**src/rtl/spi_counter_master_tx.sv**
```systemverilog
// SPI mode-0 master that sends a 14-bit counter as one two-byte frame, MSB first.
// Optional MISO capture into o_rx_data is enabled by defining SPI_MISO_RX_EN.
module spi_counter_master_tx #(
  parameter int unsigned HALF_DIV = 50,
  parameter int unsigned SS_LEAD  = 100,
  parameter int unsigned BYTE_GAP = 100,
  parameter int unsigned SS_LAG   = 100
) (
  input  logic        clk,
  input  logic        reset,
  input  logic [13:0] i_counter,
  input  logic        i_start,
  output logic        o_busy,
  output logic        o_done,
  output logic [15:0] o_rx_data,
  output logic        sclk,
  output logic        mosi,
  input  logic        miso,
  output logic        ss
);

  typedef enum logic [2:0] {IDLE, LEAD, SHIFT, GAP, LAG, DONE} state_t;

  // One shared down-the-line counter serves every timed state, so size it for the longest.
  localparam int unsigned MAX_A = (HALF_DIV > SS_LEAD) ? HALF_DIV : SS_LEAD;
  localparam int unsigned MAX_B = (BYTE_GAP > SS_LAG) ? BYTE_GAP : SS_LAG;
  localparam int unsigned MAX_C = (MAX_A > MAX_B) ? MAX_A : MAX_B;
  localparam int unsigned CW    = (MAX_C > 1) ? $clog2(MAX_C) : 1;

  localparam logic [CW-1:0] HALF_LAST = CW'(HALF_DIV - 1);
  localparam logic [CW-1:0] LEAD_LAST = CW'(SS_LEAD - 1);
  localparam logic [CW-1:0] GAP_LAST  = CW'(BYTE_GAP - 1);
  localparam logic [CW-1:0] LAG_LAST  = CW'(SS_LAG - 1);

  state_t        state, state_n;
  logic [CW-1:0] cnt, cnt_n;
  logic          phase, phase_n;      // 0: sclk low half, 1: sclk high half
  logic [2:0]    bit_idx, bit_idx_n;
  logic          byte_idx, byte_idx_n;
  logic [15:0]   shreg, shreg_n;

  // NOTE: state updates use non-blocking assignments so every register samples pre-edge values.
  always_ff @(posedge clk) begin
    if (reset) begin
      state    <= IDLE;
      cnt      <= '0;
      phase    <= 1'b0;
      bit_idx  <= 3'd7;
      byte_idx <= 1'b0;
      shreg    <= '0;
    end else begin
      state    <= state_n;
      cnt      <= cnt_n;
      phase    <= phase_n;
      bit_idx  <= bit_idx_n;
      byte_idx <= byte_idx_n;
      shreg    <= shreg_n;
    end
  end

  // NOTE: every next-state signal is defaulted to its current value first, so no latches are inferred.
  always_comb begin
    state_n    = state;
    cnt_n      = cnt;
    phase_n    = phase;
    bit_idx_n  = bit_idx;
    byte_idx_n = byte_idx;
    shreg_n    = shreg;

    unique case (state)
      IDLE: begin
        if (i_start) begin
          state_n = LEAD;
          cnt_n   = '0;
          shreg_n = {2'b00, i_counter};
        end
      end
      LEAD: begin
        if (cnt == LEAD_LAST) begin
          state_n    = SHIFT;
          cnt_n      = '0;
          phase_n    = 1'b0;
          bit_idx_n  = 3'd7;
          byte_idx_n = 1'b0;
        end else begin
          cnt_n = cnt + 1'b1;
        end
      end
      SHIFT: begin
        if (cnt == HALF_LAST) begin
          cnt_n = '0;
          if (!phase) begin
            phase_n = 1'b1;
          end else begin
            // End of the high half: sclk falls and the next bit moves to the MSB.
            phase_n = 1'b0;
            shreg_n = {shreg[14:0], 1'b0};
            if (bit_idx == 3'd0) begin
              bit_idx_n = 3'd7;
              if (!byte_idx) begin
                state_n    = GAP;
                byte_idx_n = 1'b1;
              end else begin
                state_n = LAG;
              end
            end else begin
              bit_idx_n = bit_idx - 1'b1;
            end
          end
        end else begin
          cnt_n = cnt + 1'b1;
        end
      end
      GAP: begin
        if (cnt == GAP_LAST) begin
          state_n = SHIFT;
          cnt_n   = '0;
          phase_n = 1'b0;
        end else begin
          cnt_n = cnt + 1'b1;
        end
      end
      LAG: begin
        if (cnt == LAG_LAST) begin
          state_n = DONE;
          cnt_n   = '0;
        end else begin
          cnt_n = cnt + 1'b1;
        end
      end
      DONE: begin
        state_n = IDLE;
      end
      default: state_n = IDLE;
    endcase
  end

  assign o_busy = (state == LEAD) || (state == SHIFT) || (state == GAP) || (state == LAG);
  assign ss     = ~o_busy;
  assign o_done = (state == DONE);
  assign sclk   = (state == SHIFT) && phase;
  assign mosi   = (state == SHIFT) && shreg[15];

`ifdef SPI_MISO_RX_EN
  logic [15:0] rx_sh;
  logic [15:0] rx_q;

  // Capture on the first cycle of each high half, i.e. the cycle sclk rises.
  always_ff @(posedge clk) begin
    if (reset) begin
      rx_sh <= '0;
      rx_q  <= '0;
    end else begin
      if ((state == SHIFT) && phase && (cnt == '0))
        rx_sh <= {rx_sh[14:0], miso};
      if (state == DONE)
        rx_q <= rx_sh;
    end
  end

  assign o_rx_data = rx_q;
`else
  logic unused_miso;
  assign unused_miso = miso;
  assign o_rx_data   = '0;
`endif

endmodule

```
**config.mk**
```make
export PLATFORM = sky130hd
export DESIGN_NAME = spi_counter_master_tx
export DESIGN_NICKNAME = d
export VERILOG_FILES = /design/src/rtl/spi_counter_master_tx.sv
export SDC_FILE = /design/constraint.sdc
export NUM_CORES = 1
export LEC_CHECK = 0
export CAP_MARGIN = 10
export CORE_UTILIZATION = 57
export CTS_BUF_LIST = sky130_fd_sc_hd__clkbuf_2
export CTS_CLUSTER_SIZE = 8
export DETAILED_ROUTE_END_ITERATION = 10
export PLACE_DENSITY = 0.85
export SLEW_MARGIN = 5
export SYNTH_ARGS = -nofsm -noshare
export SYNTH_HDL_FRONTEND = slang
export SYNTH_SLANG_ARGS = --single-unit
```
**constraint.sdc**
```tcl
create_clock -name clk -period 3.9 [get_ports clk]
set_input_delay 0.39 -clock clk [delete_from_list [all_inputs] [get_ports clk]]
set_output_delay 0.39 -clock clk [all_outputs]
set_load 0.1 [all_outputs]
```
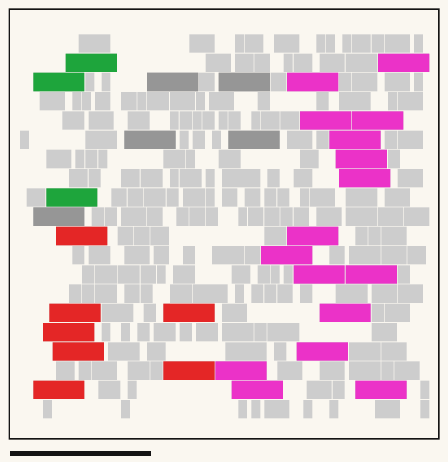
(run_1/registers.png)
Scale bar: 20 µm. Other sequential cells in the stronger grey, the rest of the logic in the fainter grey.
| signal | colour | flops |
|---|---|---|
| bit_idx | green | 3 |
| cnt | red | 7 |
| shreg | magenta | 16 |
not coloured: 5

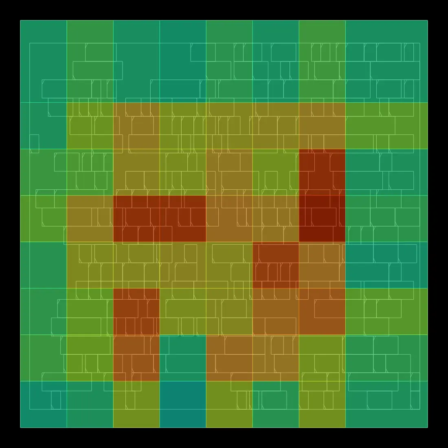
(run_1/final_congestion.png)
GRT Overall Usage: 0.215
M3 GR Usage: 0.0597
GR Layer Usage met2: 0.355
GR Util met1: 0.266

==> run notes, run 1 <==
impl run done, here's what came out: cell count after synthesis 219, Unique cell types approximately 48, Worst setup startpoint state[2]$_SDFFE_PP0P_, TritonCTS clock tree done, synthesized cell area about 2000 µm², # nets final 256, die area 3660 µm², I/O pin total 39, Setup crit end o_done, Setup TNS 0 ns, Max transition margin 0.358, yosys warns 0, Setup Skew 0.0130 ns, hold buffer count at CTS 0, post-synthesis average cell area 8.91 µm², Dominant Register Cell dfxtp_1, critical path class register to output port, Worst-Margin Slew 0.960 ns, unrepaired setup endpoints after global routing false, Log Warnings 28, Pre-Repair DR Iteration Count 4, clk_lat worst skew between 0.3 and 0.4 ns, Hold Path Class register to register, Final Max Tran Viols 0, Worst VDD drop between 0.2 and 0.25 mV, TritonCTS Sinks 31, IO buf count 21, Die Ht 60.5 µm, f_max 353 MHz, ys flops 31, Congestion Overflow GR 0, Post-synth EDFFs 0, total number of vias 1581, Async SR Flop Fraction 0, cell total in the yosys stat output roughly 220, CTS H-tree lvls 2, initial DRC count 91, Top cell area share 0.318, Routed WL 3690 µm, vias in the first global route 1394, P per Cell Area 352 nW/µm², outcome complete, no violations, clock root cell clkbuf_2, top cells by area dfxtp_1 (32%), mux2i_1 (9.2%), a211oi_2 (6.4%), Critical Path Max Stage Delay roughly 1.1 ns, post-synth top area cell dfxtp_1, Crit-path slowest cell clkdlybuf4s50_1, top-count cell post-synth dfxtp_1, clk buf depth 2, drt wl/cell 13.3 µm, crit path DAT 2.44 ns, initial antenna violation count 0, synthesis-to-layout area growth 8.27%, layout cells sized above 1 0.124, min Tclk post-route 2.83 ns, Clock Pin Slew Worst Setup and Hold Paths 0.15 ns, Setup crit start kind register, Final period util 0.726, CP top delay family buffers and inverters, top cells by count dfxtp_1 (31), mux2i_1 (18), a21oi_1 (17), buf_4 (16), nor2_1 (12), Crit Reg-Reg Startpoint state[1]$_SDFFE_PP0P_, largest net degree at the start of global routing 21, hold_ws 0.506 ns, post-CTS setup buffers 0, Worst Setup End Kind output port, DP Wirelength 2670 µm, DRC errors left 0, peak fanout along the critical path 20, CP cell instances and3_1 > clkdlybuf4s50_1, Tot Pwr 744 µW, Core ar. 3150 µm², Seq share, synth 0.318, Max Cap Viol 0, chip width 60.5 µm, CTS buffer count 5, Final ANT Viol Nets 0
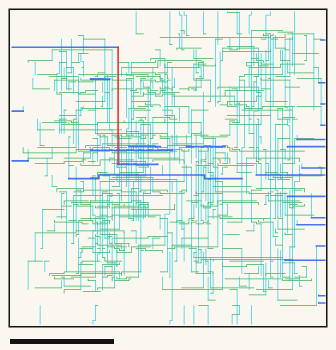
(run_1/metal_stack.png)
Scale bar: 20 µm.
| layer | colour | wire length |
|---|---|---|
| met2 | cyan | 1820 µm |
| met3 | blue | 160 µm |
| met1 | green | 1680 µm |
| met4 | red | 22.4 µm |

[run 1: power by group]
group          switching, µW  internal, µW
Sequential              20.6           339
Clock                    103          37.9
Combinational            173          69.7
[run 1: per-stage QoR]
step           std cells   util  instance area (µm²)  worst slack, ns
4_1_cts              278  0.670                 2110             1.06
3_5_place_dp         271  0.659                 2080             1.48
5_1_grt              278  0.670                 2110            0.937
3_3_place_gp         271  0.659                 2080             1.50
2_1_floorplan        234      -                 2010             1.23
6_report             278  0.670                 2110             1.07
[run 1: cell type report]
cell class | instances | area (µm²)
multi-input cells | 163 | 1150
fillers | 270 | 1040
flip-flops and latches | 31 | 621
repair buffers | 24 | 223
well taps | 44 | 55.1
inverters | 9 | 33.8
clock buffers | 5 | 25.0
clock inverters | 2 | 8.76
[run 1: cell usage in the layout (no fill, tap or decap), drive strengths merged, types with 2 or more instances in the layout]
master / n
nor3: 9
a31oi: 3
mux2i: 18
nand3: 10
nor4b: 4
o21ai: 4
nand4: 4
and3: 3
buf: 7
clkdlybuf4s50: 17
a21oi: 18
nor4: 4
nor3b: 4
xnor2: 6
clkinv: 2
inv: 9
nor2b: 2
dfxtp: 31
nand2: 6
clkbuf: 5
nand4b: 2
nand2b: 2
conb: 16
a211oi: 13
and2: 2
nor2: 12
or3: 2
ha: 4
[run 1: registers in the layout, indices dropped and copies added (netlist names)]
| signal | flops |
|---|---|
| cnt | 7 |
| shreg | 16 |
| bit_idx | 3 |
| state | 3 |
| byte_idx | 1 |
| phase | 1 |
[run 1: cells by family (layout without fill, tap and decap cells)]
family,after synthesis,after routing,synth area share
buffers and inverters,40,40,0.123
DFF,31,31,0.318
AOI/OAI and AO/OA,47,47,0.194
xor gates and xnor gates,6,6,0.0269
adders and majority gates,4,4,0.0257
other,1,16,0.00192
and+or+nand+nor,72,72,0.218
muxes,18,18,0.0924
[run 1: worst register-to-register path: stages (launching register included)]
cell      delay, ns
dfxtp_1        0.71
nand4_1        0.34
or2b_1         0.37
a21oi_2        0.67
a211oi_1       0.16
[run 1: how the worst min path moves through the flow]
stage | from | endpoint | slack, ns | cells past startpoint
after floorplan | shreg[15]$_SDFFE_PP0P_ | shreg[15]$_SDFFE_PP0P_ | 0.46 | 2
after global placement | shreg[15]$_SDFFE_PP0P_ | shreg[15]$_SDFFE_PP0P_ | 0.47 | 2
after detailed placement | shreg[14]$_SDFFE_PP0P_ | shreg[14]$_SDFFE_PP0P_ | 0.49 | 2
after CTS | shreg[14]$_SDFFE_PP0P_ | shreg[14]$_SDFFE_PP0P_ | 0.51 | 2
after global routing | shreg[15]$_SDFFE_PP0P_ | shreg[15]$_SDFFE_PP0P_ | 0.53 | 2
final | shreg[0]$_SDFFE_PP0P_ | shreg[0]$_SDFFE_PP0P_ | 0.51 | 2
[run 1: metal layers]
layer	wire, µm	share of wire	GRT usage	vias up
met5	0	0	0	-
met4	22	0.0060	0.0844	0
met3	159	0.043	0.0597	2
met2	1820	0.49	0.355	31
met1	1680	0.46	0.266	745
li1	-	-	-	803
==> run_1/zoom.png <==
Scale bar: 5 µm. Region (20, 32) to (40, 52) µm. Cells in grey, sequential cells in the stronger grey; small squares are vias.
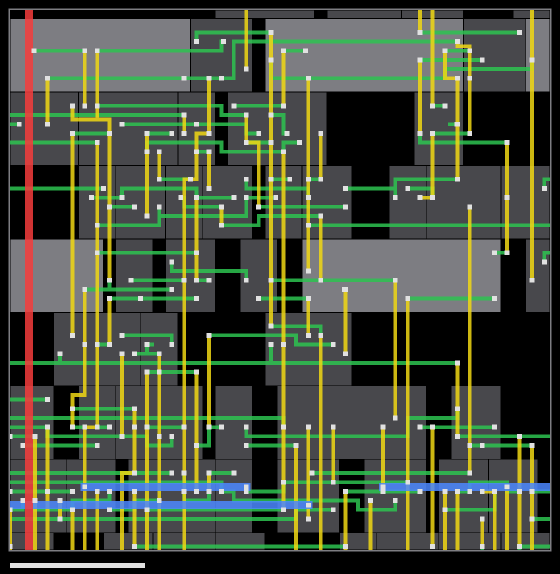

## Run 2: what changed since run 1
--- a/config.mk
+++ b/config.mk
@@ -6,11 +6,11 @@
 export NUM_CORES = 1
 export LEC_CHECK = 0
 export CAP_MARGIN = 10
-export CORE_UTILIZATION = 57
+export CORE_UTILIZATION = 53
 export CTS_BUF_LIST = sky130_fd_sc_hd__clkbuf_2
 export CTS_CLUSTER_SIZE = 8
 export DETAILED_ROUTE_END_ITERATION = 10
-export PLACE_DENSITY = 0.85
+export PLACE_DENSITY = 0.8
 export SLEW_MARGIN = 5
 export SYNTH_ARGS = -nofsm -noshare
 export SYNTH_HDL_FRONTEND = slang
==> constraint.sdc (replaced) <==
create_clock -name clk -period 2.95 [get_ports clk]
set_input_delay 0.295 -clock clk [delete_from_list [all_inputs] [get_ports clk]]
set_output_delay 0.295 -clock clk [all_outputs]
set_load 0.1 [all_outputs]
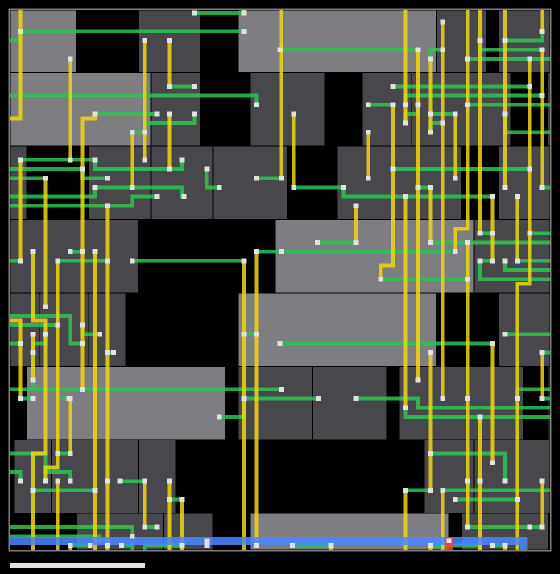
(run_2/zoom.png)
Scale bar: 5 µm. Region (21, 34) to (41, 54) µm. Cells in grey, sequential cells in the stronger grey; small squares are vias.
| layer | colour |
|---|---|
| met4 | red |
| met2 | yellow |
| met3 | blue |
| met1 | green |
sequential cells in the window: 6
most frequent: dfxtp_1 (6), a211oi_2 (4), buf_4 (4)
netlist names of flops here include: shreg (4), state (2)
cells with their middle in the window: 35

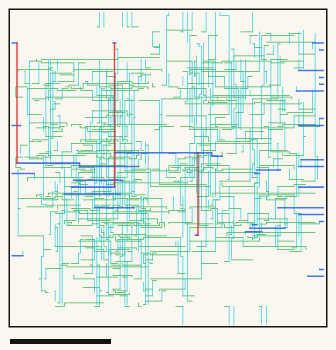
(run_2/metal_stack.png)
Scale bar: 20 µm.
total number of vias: 1592
Routed WL: 3760 µm
GRT Overall Usage: 0.206

==> run notes, run 2 <==
impl run done, here's what came out: outcome complete, no violations, post-synthesis average cell area ~9 µm², clk_lat worst skew 0.38 ns, CP cell instances nor2_1 > buf_4 > and3_1 > buf_4, uppermost layer routed met4, peak fanout along the critical path 20, cell count after synthesis 219, critical path class register to output port, Hold Path Class register to register, largest registers shreg: 16 flops, cnt: 7 flops, initial antenna violation count 0, Log Warnings 28, hold buffer count at CTS 0, initial DRC count 74, I/O pin total 39, top cells by count dfxtp_1 (31), mux2i_1 (18), a21oi_1 (17), buf_4 (16), nor2_1 (12), Synth mux share 0.0924, Hold Path Depth 2, Top non-seq family simple AND/OR/NAND/NOR gates, final design utilization 0.630, drt wl/cell approximately 13 µm, vias in the first global route 1453, CTS H-tree lvls 2, metal2 WL 1810 µm, Top cell area share 0.318, post-CTS setup buffers 0, IO buf count 21, TritonCTS Sinks 31, cell total in the yosys stat output 219, Congestion Overflow GR 0, Setup crit start kind register, layout cells sized above 1 0.139, Crit Reg-Reg Startpoint cnt[0]$_SDFFE_PP0P_, Post-synth EDFFs 0, clock root cell clkbuf_2, Max Cap Viol 0, synthesis-to-layout area growth 11.2%, Setup crit end sclk, top-count cell post-synth dfxtp_1, Worst setup startpoint state[2]$_SDFFE_PP0P_, Crit-path slowest cell dfxtp_1, Final ANT Viol Nets 0, TritonCTS clock tree done, largest net degree at the start of global routing 21, Sequential cell area 621 µm², crit path DAT 1.86 ns, max FFs per register 16, Final period util 0.729, Unique cell types 48, die area 3930 µm², yosys warns 0, Adders+Majority by Area 0.0257, Async SR Flop Fraction 0, min Tclk post-route 2.15 ns, Simple-Gate Area Share 0.218, xor/xnor share 0.0269, Worst Setup End Kind output port, Setup Skew approximately 0.016 ns, top cells by area dfxtp_1 (32%), mux2i_1 (9.2%), a211oi_2 (6.4%), DRC errors left 0, yosys aoi share 0.194, CP top delay family flip-flops, Metal-1 WL 1720 µm, post-synth top area cell dfxtp_1
-- run 2: cell counts after synthesis --
Identical to the previous run, type by type.
-- run 2: area by class of cell --
type,count,share of cell area
Clock buffer,5,0.0115
Clock inverter,3,0.0179
Inverter,9,0.0156
Multi-Input combinational cell,163,0.528
Sequential cell,31,0.286
Tap cell,46,0.0265
Timing Repair Buffer,26,0.114
-- run 2: worst min-delay path by stage --
stage	from	to	slack, ns
floorplan	shreg[15]$_SDFFE_PP0P_	shreg[15]$_SDFFE_PP0P_	0.46
global placement	shreg[15]$_SDFFE_PP0P_	shreg[15]$_SDFFE_PP0P_	0.47
detailed placement	shreg[14]$_SDFFE_PP0P_	shreg[14]$_SDFFE_PP0P_	0.48
CTS	shreg[14]$_SDFFE_PP0P_	shreg[14]$_SDFFE_PP0P_	0.50
global route	shreg[14]$_SDFFE_PP0P_	shreg[14]$_SDFFE_PP0P_	0.52
finish	shreg[14]$_SDFFE_PP0P_	shreg[14]$_SDFFE_PP0P_	0.50
-- run 2: cells by family (layout without fill, tap and decap cells) --
logic type	Yosys count	in the layout
muxes	18	18
xor gates and xnor gates	6	6
DFF	31	31
and+or+nand+nor	72	72
adders and majority gates	4	4
other	1	16
buffers and inverters	40	43
AOI/OAI and AO/OA	47	47
-- run 2: worst register-to-register path: cells and delay by family, from the launching register on --
kind                       cells  cell delay, ns
adders and majority gates      1            0.20
and+or+nand+nor                2            0.66
DFF                            1            0.42
AOI/OAI and AO/OA              2            0.45
buffers and inverters          1            0.25
-- run 2: layer usage --
layer  global-route usage  up-vias
met5                    0        -
met4               0.0959        0
met3               0.0456        7
met2                0.352       42
met1                0.244      742
li1                     -      801
-- run 2: power by group --
| group | total (µW) | internal (µW) | switching (µW) |
|---|---|---|---|
| logic | 334 | 101 | 233 |
| clock network | 289 | 140 | 150 |
| registers | 477 | 449 | 28.0 |
-- run 2: stage by stage --
stage          hold slack [ns]  cell area (µm²)  worst slack, ns  total power [µW]  cells
6_report                 0.497             2170            0.800              1100    283
5_1_grt                  0.518             2170            0.659              1160    283
4_1_cts                  0.499             2170            0.809              1110    283
2_1_floorplan            0.455             2010            0.376               766    234
3_5_place_dp             0.476             2110            0.900               819    275
3_3_place_gp             0.466             2110            0.916               811    275
==> run_2/gate_families.png <==
Scale bar: 20 µm.
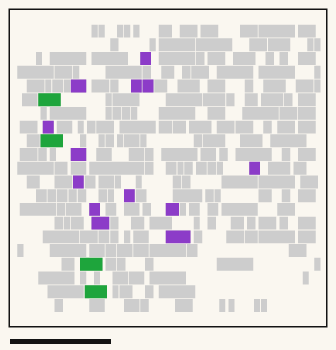

## Run 3: what changed since run 2
--- a/config.mk
+++ b/config.mk
@@ -6,11 +6,11 @@
 export NUM_CORES = 1
 export LEC_CHECK = 0
 export CAP_MARGIN = 10
-export CORE_UTILIZATION = 53
+export CORE_UTILIZATION = 48
 export CTS_BUF_LIST = sky130_fd_sc_hd__clkbuf_2
 export CTS_CLUSTER_SIZE = 8
 export DETAILED_ROUTE_END_ITERATION = 10
-export PLACE_DENSITY = 0.8
+export PLACE_DENSITY = 0.76
 export SLEW_MARGIN = 5
 export SYNTH_ARGS = -nofsm -noshare
 export SYNTH_HDL_FRONTEND = slang
==> constraint.sdc (replaced) <==
create_clock -name clk -period 1.9 [get_ports clk]
set_input_delay 0.19 -clock clk [delete_from_list [all_inputs] [get_ports clk]]
set_output_delay 0.19 -clock clk [all_outputs]
set_load 0.1 [all_outputs]
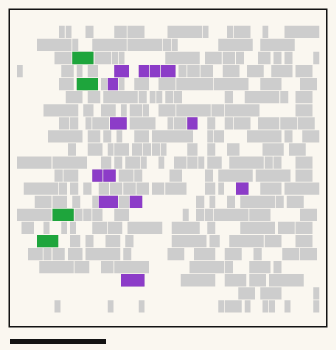
(run_3/gate_families.png)
Scale bar: 20 µm.
| family | colour | cells |
|---|---|---|
| AND and OR gates | purple | 13 |
| adder and majority cells | green | 4 |
logic share of the area: 0.501
Non-Filler Instances: 294
most used logic cell in the final layout: dfxtp_1

==> run notes, run 3 <==
impl run done, here's what came out: outcome complete, no violations, Log Warnings 29, Crit Reg-Reg Startpoint cnt[1]$_SDFFE_PP0P_, cell total in the yosys stat output 219, Max Cap Viol 0, GRT Overall Usage 0.200, Seq share, synth 0.318, Routed WL 3980 µm, die area 4320 µm², CP top delay family simple AND/OR/NAND/NOR gates, chip width 65.7 µm, largest net degree at the start of global routing 17, CTS H-tree lvls 2, Top cell area share 0.318, # fillers 356, Core ar. 3770 µm², Setup TNS 0 ns, CTS buffer count 5, clock root cell clkbuf_2, Setup Skew ~0.013 ns, most numerous logic cells after layout dfxtp_1 (29), mux2i_1 (18), a21oi_1 (17), Congestion Overflow GR 0, post-synth top area cell dfxtp_1, layout cells sized above 1 0.203, # nets final 268, yosys warns 0, Clock Pin Slew Worst Setup and Hold Paths 0.14 ns, TritonCTS clock tree done, vias in the first global route ~1500, peak fanout along the critical path 11, Worst Setup End Kind output port, final setup margin 0.0642 ns, Critical Path Max Stage Delay slightly above 0.4 ns, dpl ws 0.0596 ns, hold buffer count at CTS 0, P per Cell Area around 700 nW/µm², DP Wirelength between 2000 and 3000 µm, largest registers shreg: 16 flops, cnt: 7 flops, clk_lat worst skew 0.39 ns, ys flops 31, Final ANT Viol Nets 0, Worst Min Path Start i_counter[2], IO buf count 21, I/O pin total 39, top-count cell post-synth dfxtp_1, Die Ht 65.7 µm
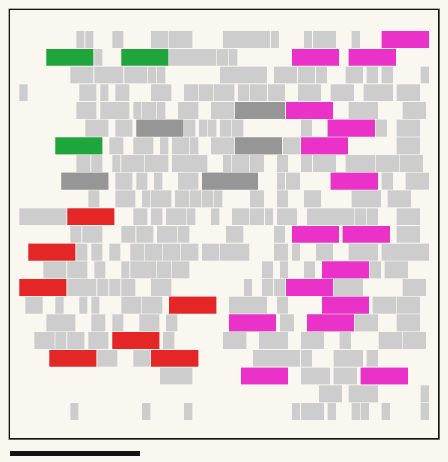
(run_3/registers.png)
Scale bar: 20 µm. Other sequential cells in the stronger grey, the rest of the logic in the fainter grey.
final design utilization: 0.611
Seq/total area: 0.271
sequential power: 722 µW
Sequential cell area: 626 µm²

## run 3: cell families (layout without fill, tap and decap cells)
logic type	Yosys count	after routing	share of synthesized area
mux	18	18	0.0924
flops	31	31	0.318
other cells	1	16	0.00192
simple gates	72	72	0.218
xor+xnor	6	6	0.0269
compound gates	47	47	0.194
buf+inv	40	52	0.123
fa+ha+maj	4	4	0.0257
## run 3: final timing paths
check | endpoint | slack (ns) | cells past startpoint
hold / removal | shreg[2]$_SDFFE_PP0P_ | 0.44 | 3
setup / recovery | ss | 0.06 | 5
setup reg to reg | shreg[1]$_SDFFE_PP0P_ | 0.08 | 7
hold reg to reg | shreg[15]$_SDFFE_PP0P_ | 0.50 | 2
## run 3: per-layer routing
layer  vias up  global-route usage  part of all wire
met2        30               0.342              0.49
met5         -                   0                 0
met3         6              0.0417             0.044
met4         0              0.0924             0.010
li1        825                   -                 -
met1       788               0.235              0.45
## run 3: final cells by class
cell class	count	area [µm²]	share of cell area
flip-flops and latches	31	626	0.271
repair buffers	36	398	0.173
inverters	9	33.8	0.0147
clock buffers	5	25.0	0.0109
clock inverters	2	8.76	0.00380
well taps	48	60.1	0.0261
multi-input cells	163	1150	0.501
## run 3: what timing repair did
action                                  4_1_cts  5_1_grt
pin swaps                                     0        3
hold endpoints to repair                      0        0
gates resized                                 5        2
buffers inserted                              1        2
endpoints found under the setup margin        3       18
## run 3: worst reg2reg max path: cells and delay by family, from the launching register on
kind / cells / cell delay (ns)
adders and majority gates: 1 / 0.19
AOI/OAI and AO/OA: 2 / 0.26
DFF: 1 / 0.35
and+or+nand+nor: 2 / 0.66
buffers and inverters: 2 / 0.24
## run 3: metrics by stage
step                      instance area, µm²  cells  total power [µW]  hold WS [ns]
after global placement                  2230    285              1310         0.467
final                                   2300    294              1620         0.440
after global routing                    2300    294              1690         0.441
after floorplan                         2010    234              1190         0.363
after detailed placement                2230    285              1320         0.481
after CTS                               2280    293              1620         0.427
## run 3: power groups by stage
stage	Combinational, µW	Sequential, µW	Clock [µW]
global route	632	729	334
global placement	570	736	0
detailed placement	582	738	0
CTS	587	722	315
finish	589	722	308
floorplan	455	735	0
Power and IR drop assume default switching activity.
